File: src/rtl/fetch_pkg.sv
// fetch_pkg: shared FSM state encodings, instruction length encodings and the opcode length decoder for fetch_sequencer
package fetch_pkg;
  typedef logic [1:0] state_t;
  localparam state_t S_IDLE       = 2'd0;
  localparam state_t S_FETCH_OP   = 2'd1;
  localparam state_t S_FETCH_OPND = 2'd2;
  localparam state_t S_ISSUE      = 2'd3;
  localparam logic [1:0] LEN_1 = 2'd1;
  localparam logic [1:0] LEN_2 = 2'd2;
  localparam logic [1:0] LEN_3 = 2'd3;
  function automatic logic [1:0] decode_len(input logic [1:0] msbs);
    return msbs[1] ? LEN_3 : msbs[0] ? LEN_2 : LEN_1;
  endfunction
endpackage

File: src/rtl/fetch_sequencer.sv
// fetch_sequencer: fetches 1..3 byte instructions at pc, steers the external PC via pc_en/pc_mode/pc_next, issues with valid/ready, honours redirects
//   clk, reset (async, active-high) | pc in | pc_en, pc_mode, pc_next out | mem_req out, mem_ready/mem_rdata in
//   instr_valid out, instr_ready in, instr_opcode/op1/op2/len/pc out | redirect, redirect_target in
//   optional FETCH_STALL_CNT_EN: stall_cnt[15:0] out, saturating count of memory-wait and issue back-pressure cycles
module fetch_sequencer
  import fetch_pkg::*;
#(
  parameter int WIDTH = 8
) (
  input  logic             clk,
  input  logic             reset,
  input  logic [WIDTH-1:0] pc,
  output logic             pc_en,
  output logic             pc_mode,
  output logic [WIDTH-1:0] pc_next,
  output logic             mem_req,
  input  logic             mem_ready,
  input  logic [WIDTH-1:0] mem_rdata,
  output logic             instr_valid,
  input  logic             instr_ready,
  output logic [WIDTH-1:0] instr_opcode,
  output logic [WIDTH-1:0] instr_op1,
  output logic [WIDTH-1:0] instr_op2,
  output logic [1:0]       instr_len,
  output logic [WIDTH-1:0] instr_pc,
`ifdef FETCH_STALL_CNT_EN
  output logic [15:0]      stall_cnt,
`endif
  input  logic             redirect,
  input  logic [WIDTH-1:0] redirect_target
);
  state_t state, state_nx;
  logic opnd_idx;
  logic redir, accept, last_opnd;
  logic [1:0] new_len;
  // redirect outranks any byte arriving or instruction being accepted in the same cycle
  always_comb begin
    redir       = redirect && (state != S_IDLE);
    mem_req     = (state == S_FETCH_OP) || (state == S_FETCH_OPND);
    accept      = mem_req && mem_ready && !redir;
    pc_en       = accept || redir;
    pc_mode     = redir;
    pc_next     = redir ? redirect_target : '0;
    instr_valid = (state == S_ISSUE) && !redir;
    new_len     = decode_len(mem_rdata[WIDTH-1 -: 2]);
    last_opnd   = opnd_idx || (instr_len == LEN_2);
    state_nx    = redir                                  ? S_FETCH_OP :
                  (state == S_IDLE)                      ? S_FETCH_OP :
                  (state == S_FETCH_OP && accept)        ? ((new_len == LEN_1) ? S_ISSUE : S_FETCH_OPND) :
                  (state == S_FETCH_OPND && accept && last_opnd) ? S_ISSUE :
                  (state == S_ISSUE && instr_ready)      ? S_FETCH_OP : state;
  end
  always_ff @(posedge clk or posedge reset) begin
    if (reset) begin
      state        <= S_IDLE;
      opnd_idx     <= 1'b0;
      instr_opcode <= '0;
      instr_op1    <= '0;
      instr_op2    <= '0;
      instr_len    <= 2'd0;
      instr_pc     <= '0;
    end else begin
      state <= state_nx;
      if (accept && state == S_FETCH_OP) begin
        instr_opcode <= mem_rdata;
        instr_pc     <= pc;
        instr_len    <= new_len;
        instr_op1    <= '0;
        instr_op2    <= '0;
        opnd_idx     <= 1'b0;
      end else if (accept) begin
        if (opnd_idx) instr_op2 <= mem_rdata;
        else instr_op1 <= mem_rdata;
        opnd_idx <= 1'b1;
      end
    end
  end
`ifdef FETCH_STALL_CNT_EN
  always_ff @(posedge clk or posedge reset) begin
    if (reset) stall_cnt <= 16'd0;
    else if (((mem_req && !mem_ready) || (instr_valid && !instr_ready)) && stall_cnt != 16'hFFFF)
      stall_cnt <= stall_cnt + 16'd1;
  end
`endif
endmodule

File: config.mk
export PLATFORM = sky130hd
export DESIGN_NAME = fetch_sequencer
export DESIGN_NICKNAME = d
export VERILOG_FILES = /design/src/rtl/fetch_pkg.sv /design/src/rtl/fetch_sequencer.sv
export SDC_FILE = /design/constraint.sdc
export NUM_CORES = 1
export LEC_CHECK = 0
export ABC_AREA = 1
export CAP_MARGIN = 25
export CORE_ASPECT_RATIO = 0.9
export CORE_MARGIN = 4
export CORE_UTILIZATION = 41
export DETAILED_ROUTE_END_ITERATION = 8
export GPL_TIMING_DRIVEN = 0
export PLACE_DENSITY = 0.84
export SLEW_MARGIN = 20
export SYNTH_ARGS = -nofsm -noshare
export SYNTH_HDL_FRONTEND = slang
export SYNTH_SLANG_ARGS = --single-unit
export TNS_END_PERCENT = 1
File: constraint.sdc
create_clock -name clk -period 2.2 [get_ports clk]
set_clock_uncertainty 0.05 [all_clocks]
set_input_delay 0.33 -clock clk [delete_from_list [all_inputs] [get_ports clk]]
set_output_delay 0.33 -clock clk [all_outputs]
set_load 0.05 [all_outputs]
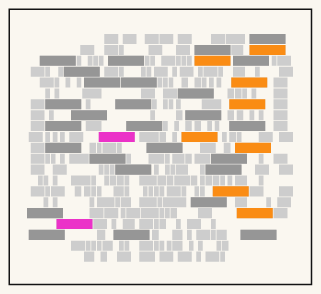
run_1/ff_map.png
(4 px per um) Other sequential cells in the stronger gray, the rest of the logic in the fainter gray.
Key: magenta = `instr_len` [sequential cells 2]; orange = `instr_op1` [sequential cells 8]
Another 27 sequential cells are not colored.

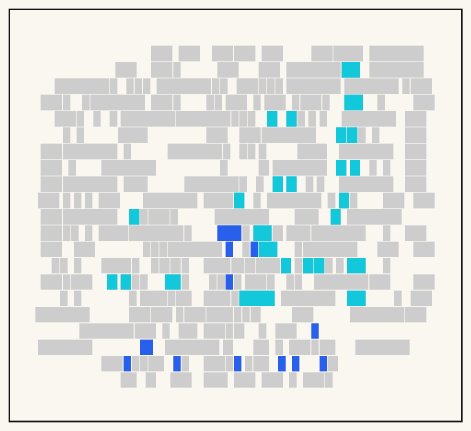
run_1/gates.png
(6 px per um)
Key: cyan = aoi and oai cells [cells 25]; blue = nor cells [cells 12, where south]

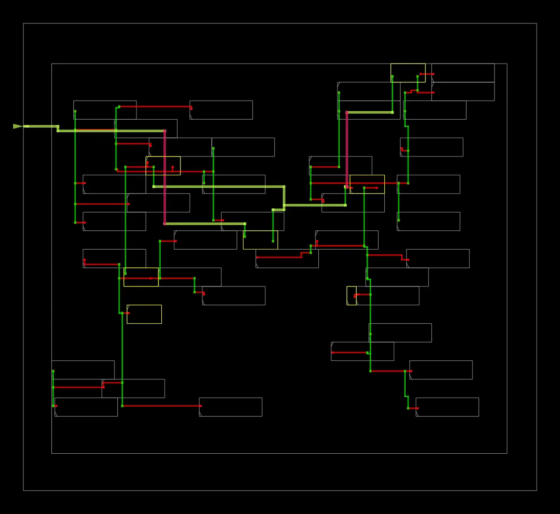
run_1/clock_nets.png
clk pwr: 464 uW
clock buffer count from CTS: 5
# clk buffers: 7
Late-Pin Clk Latency: 0.28 ns

==> out/qor.csv, run 1 <==
metric,value,unit
setup_ws,0.109,ns
drv_slew,0,
final-clk-cell-share,3.43,%
critPathLaunchType,register,
slew_headroom,50.3,%
synthCells,194,
worst_pin_slew,0.744,ns
ff_latch_area,926,um2
cp_cell_sequence,"inv_1, ha_1, inv_2, nand2_1, buf_2, inv_1, nor2_2, clkbuf_4",
path_buffers,5,
switching_share,51.8,%
period_used_share,95.1,%
drc_errors,0,
synth_chip_area,1670,um2
largestClassByArea,registers,
nWellTaps,46,
rsz0062_at_grt,yes,
cts_buffer_depth,2,
grt_overflow_total,0,
hold_violations,0,
ff2ff_path_depth,8,
drive_gt1_share,13.1,%
postSynthSeqShare,55.6,%
whs,0.421,ns
design_area,2520,um2
holdCritPathClass,register to register,
ant_nets,0,
vias,1475,
finalSetupViolations,0,
numSynthFlops,37,
min_period,2.09,ns
pre_cts_ws,-0.283,ns
largest_area_cell,dfrtp_1,
cts_root_buffer,clkbuf_8,
num_antenna_cells,0,
endpoint_kind,primary output,
logic_gates,130,
die.size.y,68.5,um
coreArea,3810,um2
cts_tree,done,
drv_cap,0,
mux_share,0,%
core.rowCount,21,
comb_area_share,24.4,%
worstPathArrival,1.71,ns
comb_power_share,62.7,%
crit_path_max_incr_delay,0.42,ns
netlist_area,1670,um2
place.port_buffers,74,
status,"complete, no violations",
intPower,2100,uW
postCtsHoldBufs,0,
yosysWarnings,0,
powerDensity,1730,nW/um2
topCellsByArea,"dfrtp_1, nand2_1, o21ai_1, inv_1, o21ai_2",
nNetsFinal,308,
place_area,2470,um2
edf_count,0,
dr.first_iter.drc_count,72,
postSynthAreaPerCell,8.58,um2
seqPwrFrac,26.7,%
clockPowerShare,10.6,%
syn2layout_area_growth,51.2,%
cp-endpoint,instr_valid,
cts_resized,41,
fp_nets,227,
lay_top_cells,"nand2_1, clkdlybuf4s50_1, dfrtp_1",
seq_share,36.8,%
fp_util,43.7,%
synth.distinct_cells,17,
r2r_start,state[0],
routed_wl,3970,um
xor_share,0,%
common_cells,"nand2_1, dfrtp_1, inv_1",
track_usage,17.1,%
buffer_area_share,30.0,%
flop-count,37,
wl_per_cell,12.4,um
gp_congestion,0.867,
lay_top_count,nand2_1,
dr.pass1.iters,4,
clock-sinks,37,
peakVddDrop,0.000865,V
place.detailed.hpwl,3110,um
post_cts_buffers,0,
grt_pass1_wl,6680,um
==> run 1: per-layer routing <==
| layer | track usage [%] | part of all wire, % | vias up |
|---|---|---|---|
| met5 | 0 | 0 | - |
| met2 | 29.7 | 50 | 42 |
| li1 | - | - | 751 |
| met1 | 20.7 | 41 | 678 |
| met3 | 5.29 | 7.7 | 4 |
| met4 | 4.59 | 0.60 | 0 |
==> run 1: through the flow <==
stage / setup TNS [ns] / power (uW) / utilization (%) / instances
6_report: 0 / 4360 / 66.1 / 321
5_1_grt: -0.0506 / 4640 / 66.1 / 321
4_1_cts: 0 / 4420 / 66.9 / 321
3_5_place_dp: -2.72 / 3970 / 64.7 / 314
3_3_place_gp: -2.52 / 3920 / 64.7 / 314
2_1_floorplan: 0 / 3060 / - / 194
==> run 1 -> run 2 <==
Settings changed: CAP_MARGIN 25 to default, CORE_MARGIN 4 to default.
==> out/qor.csv, run 2 <==
metric,value,unit,change
drc_errors,0,,unchanged
lay_top_cells,"nand2_1, clkdlybuf4s50_1, dfrtp_1",,
whs,0.423,ns,+0.00238 ns
worst_pin_slew,0.750,ns,+0.00625 ns
postCtsHoldBufs,0,,unchanged
design_area,2510,um2,-0.15%
cp_cell_sequence,"inv_1, ha_1, inv_2, nand2_1, buf_2, inv_1, nor2_2, clkbuf_4",,
syn2layout_area_growth,50.9,%,
die.size.y,62.5,um,-8.8%
gp_congestion,0.820,,-5.5%
worstPathArrival,1.72,ns,about the same
path_buffers,5,,unchanged
setup_ws,0.102,ns,-0.00704 ns
intPower,2100,uW,about the same
yosysWarnings,0,,unchanged
postSynthAreaPerCell,8.58,um2,unchanged
drv_cap,0,,unchanged
dr.first_iter.drc_count,64,,-11%
synth_chip_area,1670,um2,unchanged
synth.distinct_cells,17,,unchanged
num_antenna_cells,0,,unchanged
drv_slew,0,,unchanged
rsz0062_at_grt,yes,,
seqPwrFrac,26.8,%,about the same
fp_util,43.7,%,unchanged
ant_nets,0,,unchanged
status,"complete, no violations",,
synthCells,194,,unchanged
netlist_area,1670,um2,unchanged
core.rowCount,21,,unchanged
critPathLaunchType,register,,
slew_headroom,49.9,%,-0.42 points
grt_overflow_total,0,,unchanged
cts_buffers,5,,unchanged
peakVddDrop,0.00117,V,+35%
nNetsFinal,308,,unchanged
edf_count,0,,unchanged
track_usage,20.7,%,+3.5 points
fp_nets,227,,unchanged
wl_per_cell,12.5,um,+1.2%
routed_wl,4020,um,+1.2%
place_inst,314,,unchanged
grt_pass1_wl,7010,um,+5.0%
endpoint_kind,primary output,,
r2r_start,state[0],,
largest_area_cell,dfrtp_1,,
powerDensity,1740,nW/um2,+0.60%
log.warning_count,30,,
common_cells,"nand2_1, dfrtp_1, inv_1",,
numSynthFlops,37,,unchanged
finalSetupViolations,0,,unchanged
cp-endpoint,instr_valid,,
ff2ff_path_depth,8,,unchanged
min_period,2.10,ns,+0.00704 ns
vias,1494,,+1.3%
post_cts_buffers,0,,unchanged
fa_ha_area_share,3.01,%,
cts_buffer_depth,2,,unchanged
switching_share,52.1,%,+0.25 points
fin_setup_tns,0,ns,unchanged
clockPowerShare,10.8,%,+0.2 points
place_area,2470,um2,unchanged
place.detailed.hpwl,3110,um,+0.24%
cts_root_buffer,clkbuf_8,,
fin_util,66.0,%,-0.099 points
stdcell_count,321,,unchanged
topCellsByArea,"dfrtp_1, nand2_1, o21ai_1, inv_1, o21ai_2",,
cts_tree,done,,
holdCritPathClass,register to register,,
dr.pass1.iters,4,,unchanged
power.total,4380,uW,+0.45%
[run 2: metal layers]
metal | global-route usage [%] | part of all wire (%)
met1 | 24.7 | 43
met2 | 33.5 | 48
met3 | 6.45 | 5.2
met4 | 10.7 | 3.2
met5 | 0 | 0
[run 2: repair_timing]
action                     4_1_cts  5_1_grt
resized                         53       12
pin swaps                        0        0
setup endpoints to repair       12       10
cloned                           0        0
[run 2: area by class of cell]
type,instances,area (um2),share of cell area (%)
Buffer,6,48.8,1.94
Clock buffer,7,86.3,3.43
Inverter,21,78.8,3.14
Multi-Input combinational cell,130,614,24.4
Sequential cell,37,926,36.8
Tap cell,46,57.6,2.29
Timing Repair Buffer,74,702,27.9
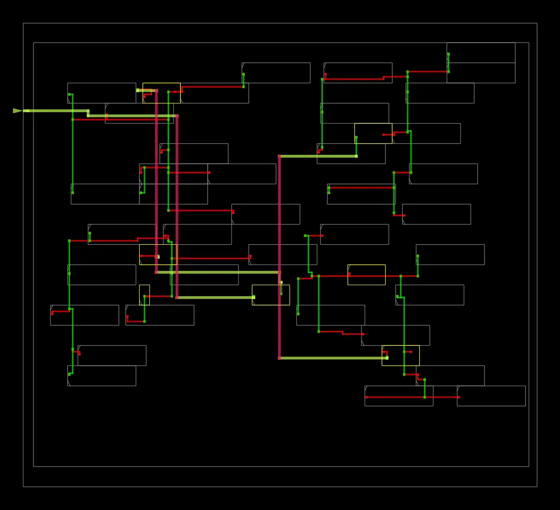
run_2/clock_nets.png
Late-Pin Clk Latency: 0.29 ns
Flops: 37
clk sinks: 37
clk pwr: 475 uW

Power and IR drop assume default switching activity.
